$ cat src/rtl/axi_lite_master.sv
// Purpose: turns single-word CPU memory requests into single-beat AXI4 read/write transactions.
// Latency: zero-wait slave gives done_o three cycles after the accepted req_i; one transaction in flight.
// Backpressure: holds AR/AW/W valid until ready is seen, holds R/B ready while waiting; req_i ignored while busy.
module axi_lite_master #(
    parameter logic [3:0] MASTER_ID = 4'h0
) (
    input  logic        clk,
    input  logic        rst,
    input  logic        req_i,
    input  logic        we_i,
    input  logic [31:0] addr_i,
    input  logic [31:0] wdata_i,
    input  logic [3:0]  wstrb_i,
    output logic [31:0] rdata_o,
    output logic        done_o,
    output logic        err_o,
    output logic        busy_o,
    output logic [3:0]  arid_o,
    output logic [31:0] araddr_o,
    output logic [3:0]  arlen_o,
    output logic [2:0]  arsize_o,
    output logic [1:0]  arburst_o,
    output logic        arvalid_o,
    input  logic        arready_i,
    input  logic [3:0]  rid_i,
    input  logic [31:0] rdata_i,
    input  logic [1:0]  rresp_i,
    input  logic        rlast_i,
    input  logic        rvalid_i,
    output logic        rready_o,
    output logic [3:0]  awid_o,
    output logic [31:0] awaddr_o,
    output logic [3:0]  awlen_o,
    output logic [2:0]  awsize_o,
    output logic [1:0]  awburst_o,
    output logic        awvalid_o,
    input  logic        awready_i,
    output logic [31:0] wdata_o,
    output logic [3:0]  wstrb_o,
    output logic        wlast_o,
    output logic        wvalid_o,
    input  logic        wready_i,
    input  logic [3:0]  bid_i,
    input  logic [1:0]  bresp_i,
    input  logic        bvalid_i,
    output logic        bready_o
);

    localparam logic [2:0] S_IDLE = 3'd0;
    localparam logic [2:0] S_AR   = 3'd1;
    localparam logic [2:0] S_R    = 3'd2;
    localparam logic [2:0] S_WR   = 3'd3;
    localparam logic [2:0] S_B    = 3'd4;

    localparam logic [1:0] RESP_OKAY  = 2'b00;
    localparam logic [1:0] BURST_INCR = 2'b01;

    logic [2:0]  state;
    logic [31:0] addr_q;
    logic [31:0] wdata_q;
    logic [3:0]  wstrb_q;
    logic        aw_done;
    logic        w_done;
    logic        aw_hs;
    logic        w_hs;

    // Single-beat transfers only, so the last-beat marker carries no information.
    logic unused_rlast;
    assign unused_rlast = rlast_i;

    // Fixed single-beat, full-word, INCR attributes.
    assign arid_o    = MASTER_ID;
    assign awid_o    = MASTER_ID;
    assign arlen_o   = 4'd0;
    assign awlen_o   = 4'd0;
    assign arsize_o  = 3'b010;
    assign awsize_o  = 3'b010;
    assign arburst_o = BURST_INCR;
    assign awburst_o = BURST_INCR;
    assign wlast_o   = 1'b1;

    // Channel payloads come straight from the captured request so they cannot move mid-handshake.
    assign araddr_o  = addr_q;
    assign awaddr_o  = addr_q;
    assign wdata_o   = wdata_q;
    assign wstrb_o   = wstrb_q;

    assign busy_o    = (state != S_IDLE);
    assign arvalid_o = (state == S_AR);
    assign rready_o  = (state == S_R);
    assign awvalid_o = (state == S_WR) && !aw_done;
    assign wvalid_o  = (state == S_WR) && !w_done;
    assign bready_o  = (state == S_B);

    assign aw_hs = awvalid_o && awready_i;
    assign w_hs  = wvalid_o && wready_i;

    // Transaction sequencer plus registered completion/error pulse.
    always_ff @(posedge clk) begin
        if (!rst) begin
            state   <= S_IDLE;
            addr_q  <= 32'd0;
            wdata_q <= 32'd0;
            wstrb_q <= 4'd0;
            aw_done <= 1'b0;
            w_done  <= 1'b0;
            rdata_o <= 32'd0;
            done_o  <= 1'b0;
            err_o   <= 1'b0;
        end else begin
            done_o <= 1'b0;
            err_o  <= 1'b0;
            case (state)
                S_IDLE: begin
                    if (req_i) begin
                        addr_q  <= addr_i;
                        wdata_q <= wdata_i;
                        wstrb_q <= wstrb_i;
                        state   <= we_i ? S_WR : S_AR;
                    end
                end
                S_AR: begin
                    if (arready_i) begin
                        state <= S_R;
                    end
                end
                S_R: begin
                    if (rvalid_i) begin
                        rdata_o <= rdata_i;
                        done_o  <= 1'b1;
                        err_o   <= (rresp_i != RESP_OKAY) || (rid_i != MASTER_ID);
                        state   <= S_IDLE;
                    end
                end
                S_WR: begin
                    // AW and W complete independently; leave once both are in, counting this cycle.
                    if ((aw_done || aw_hs) && (w_done || w_hs)) begin
                        aw_done <= 1'b0;
                        w_done  <= 1'b0;
                        state   <= S_B;
                    end else begin
                        if (aw_hs) begin
                            aw_done <= 1'b1;
                        end
                        if (w_hs) begin
                            w_done <= 1'b1;
                        end
                    end
                end
                S_B: begin
                    if (bvalid_i) begin
                        done_o <= 1'b1;
                        err_o  <= (bresp_i != RESP_OKAY) || (bid_i != MASTER_ID);
                        state  <= S_IDLE;
                    end
                end
                default: begin
                    state <= S_IDLE;
                end
            endcase
        end
    end

endmodule

$ cat config.mk
export PLATFORM = sky130hd
export DESIGN_NAME = axi_lite_master
export DESIGN_NICKNAME = d
export VERILOG_FILES = /design/src/rtl/axi_lite_master.sv
export SDC_FILE = /design/constraint.sdc
export NUM_CORES = 1
export LEC_CHECK = 0
export CAP_MARGIN = 20
export CORE_ASPECT_RATIO = 0.7
export CORE_MARGIN = 10
export CORE_UTILIZATION = 33
export CTS_CLUSTER_DIAMETER = 80
export DETAILED_ROUTE_END_ITERATION = 10
export GPL_TIMING_DRIVEN = 0
export HOLD_SLACK_MARGIN = 0.12
export PLACE_DENSITY = 0.77
export SLEW_MARGIN = 5
export SYNTH_ARGS = -nofsm -noshare
export SYNTH_HDL_FRONTEND = slang
export SYNTH_SLANG_ARGS = --single-unit
$ cat constraint.sdc
create_clock -name clk -period 1.5 [get_ports clk]
set_input_delay 0.225 -clock clk [delete_from_list [all_inputs] [get_ports clk]]
set_output_delay 0.225 -clock clk [all_outputs]
set_load 0.02 [all_outputs]
Figure 1. Power grid.
Scale bar: 50 microns. Pins as bars on the die edge.
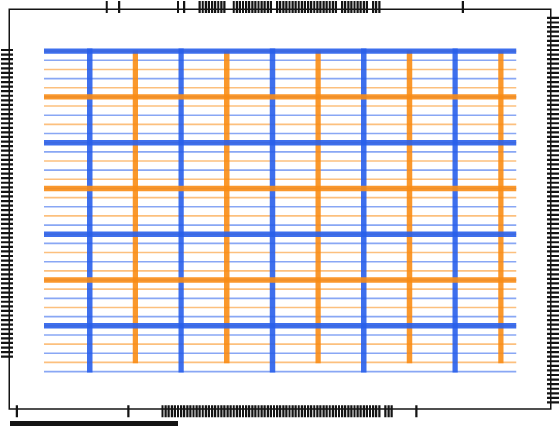
| color | net |
|---|---|
| orange | VDD |
| blue | VSS |
met5 straps: 7
met4 straps: 10
signal pins: 289
met1 rails: 36
rows: 35

Figure 2. Cells colored by class.
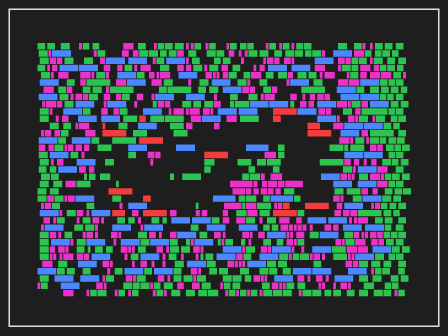
| color | class | cells | share of their area |
|---|---|---|---|
| blue | flops | 107 | 26% |
| green | other buffers and delay cells | 384 | 44% |
| magenta | combinational and other logic | 372 | 27% |
| red | clock drivers and dummy loads | 16 | 3.4% |
Layout Utilization: 64.6%
Seq area share: 25.0%

Figure 3. Clock distribution.
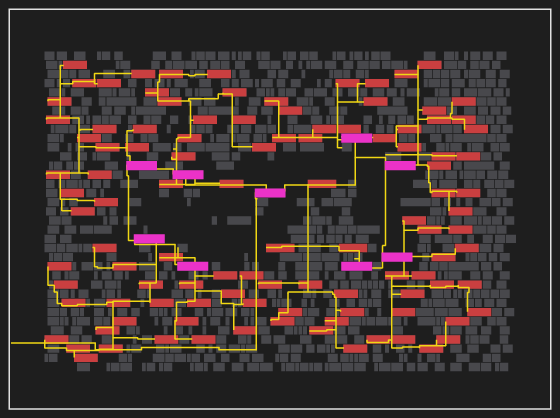
[magenta] clock drivers | count: 9
[yellow] clock wires | length: 1330 microns
[red] flip-flops | count: 107
routed clock nets: 10
Clk network pwr share: 27.6%
Clk Latency, worst-skew pair: 0.34 ns
clock network power: 0.00229 W
Clock Skews: 0.0108 ns

==> impl_metrics.ini <==
; synthesis and place-and-route metrics
[worst_setup_path]
critPathBufInv = 2
cp.required_ns = 1.27
r2r_start = state[1]
cp-end-kind = output pin

[place]
hpwl_microns = 13600
dpl_cell_area_sq_um = 7490
io_buffers = 260

[finish]
fin_cells = 1064
mostFrequentLayoutCell = dlygate4sd2_1

[timing]
finalSetupViolCount = 42
setup_slack_ns = -0.114
max_freq_mhz = 620

[run_status]
violations = setup timing
status = finished, violations left

[hold_path]
hold_path_depth = 3

[synth]
syn_inst = 550
ys_types = 32

[power]
total_power_w = 0.00830

[clock_network]
cts_hold_buf = 0
htreeDepth = 3

[detailed_routing]
drtPass1Iterations = 4

[global_routing]
use_met2_pct = 29.0
Figure 4. Metal layers overlaid.
Scale bar: 50 microns.
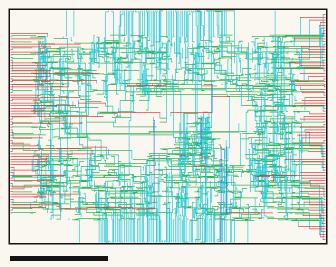
| color | layer | wire length |
|---|---|---|
| green | metal 1 | 7320 microns |
| blue | metal 4 | 158 microns |
| cyan | metal 2 | 8760 microns |
| red | metal 3 | 1800 microns |
DRT Wirelength: 18000 microns
vias: 4686
wire per inst: 17.0 microns

Figure 5. Routing congestion.
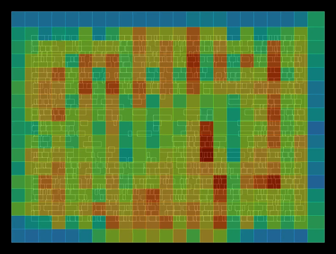
met3 Use GR: 8.29%
Global Route Usage Sum: 17.3%
gr busiest metal: met2
GR Layer Usage met1: 19.7%

==> worst register-to-register path, cell delays in order, from the launching register on <==
cell	delay [ns]
dfxtp_4	0.38
or4b_4	0.58
buf_12	0.19
clkbuf_16	0.17
nand2_1	0.06
a21boi_1	0.06
==> cells by family after synthesis <==
group | count (synthesis) | synth area share, %
DFF | 107 | 47.0
buffers and inverters | 96 | 13.1
other | 2 | 0.165
muxes | 1 | 0.247
and+or+nand+nor | 228 | 20.7
AOI/OAI and AO/OA | 116 | 18.8
==> final cells by class <==
type	instances	area [sq um]
Multi-Input combinational cell	372	2290
Buffer	94	792
Clock inverter	4	32.5
Fill cell	1132	4730
Tap cell	185	231
Clock buffer	12	256
Sequential cell	107	2150
Timing Repair Buffer	290	2860
==> cell usage after synthesis, drive strengths merged <==
cell type | instances | area share (%)
nand2 | 200 | 16
dfxtp | 107 | 47
a21boi | 101 | 17
buf | 66 | 11
clkbuf | 30 | 2.5
nor2 | 8 | 0.66
a21oi | 5 | 0.55
nor2b | 4 | 0.55
nor3b | 3 | 0.60
conb | 2 | 0.16
nand3b | 2 | 0.33
o21ai | 2 | 0.22
o22ai | 2 | 0.27
or3 | 2 | 0.27
or4 | 2 | 0.33
a211oi | 1 | 0.16
and3b | 1 | 0.19
mux2 | 1 | 0.25
nand2b | 1 | 0.14
nand3 | 1 | 0.11
nand4bb | 1 | 0.25
nor4b | 1 | 0.33
nor4bb | 1 | 0.22
o211a | 1 | 0.22
o21a | 1 | 0.16
o21bai | 1 | 0.16
o311ai | 1 | 0.19
o31ai | 1 | 0.16
or4b | 1 | 0.22
==> per-layer routing <==
metal / part of all wire (%) / vias to the layer above
met5: 0 / -
li1: - / 2348
met1: 41 / 2138
met2: 49 / 189
met4: 0.88 / 0
met3: 10 / 11
Power is estimated from default activity; no workload was simulated.
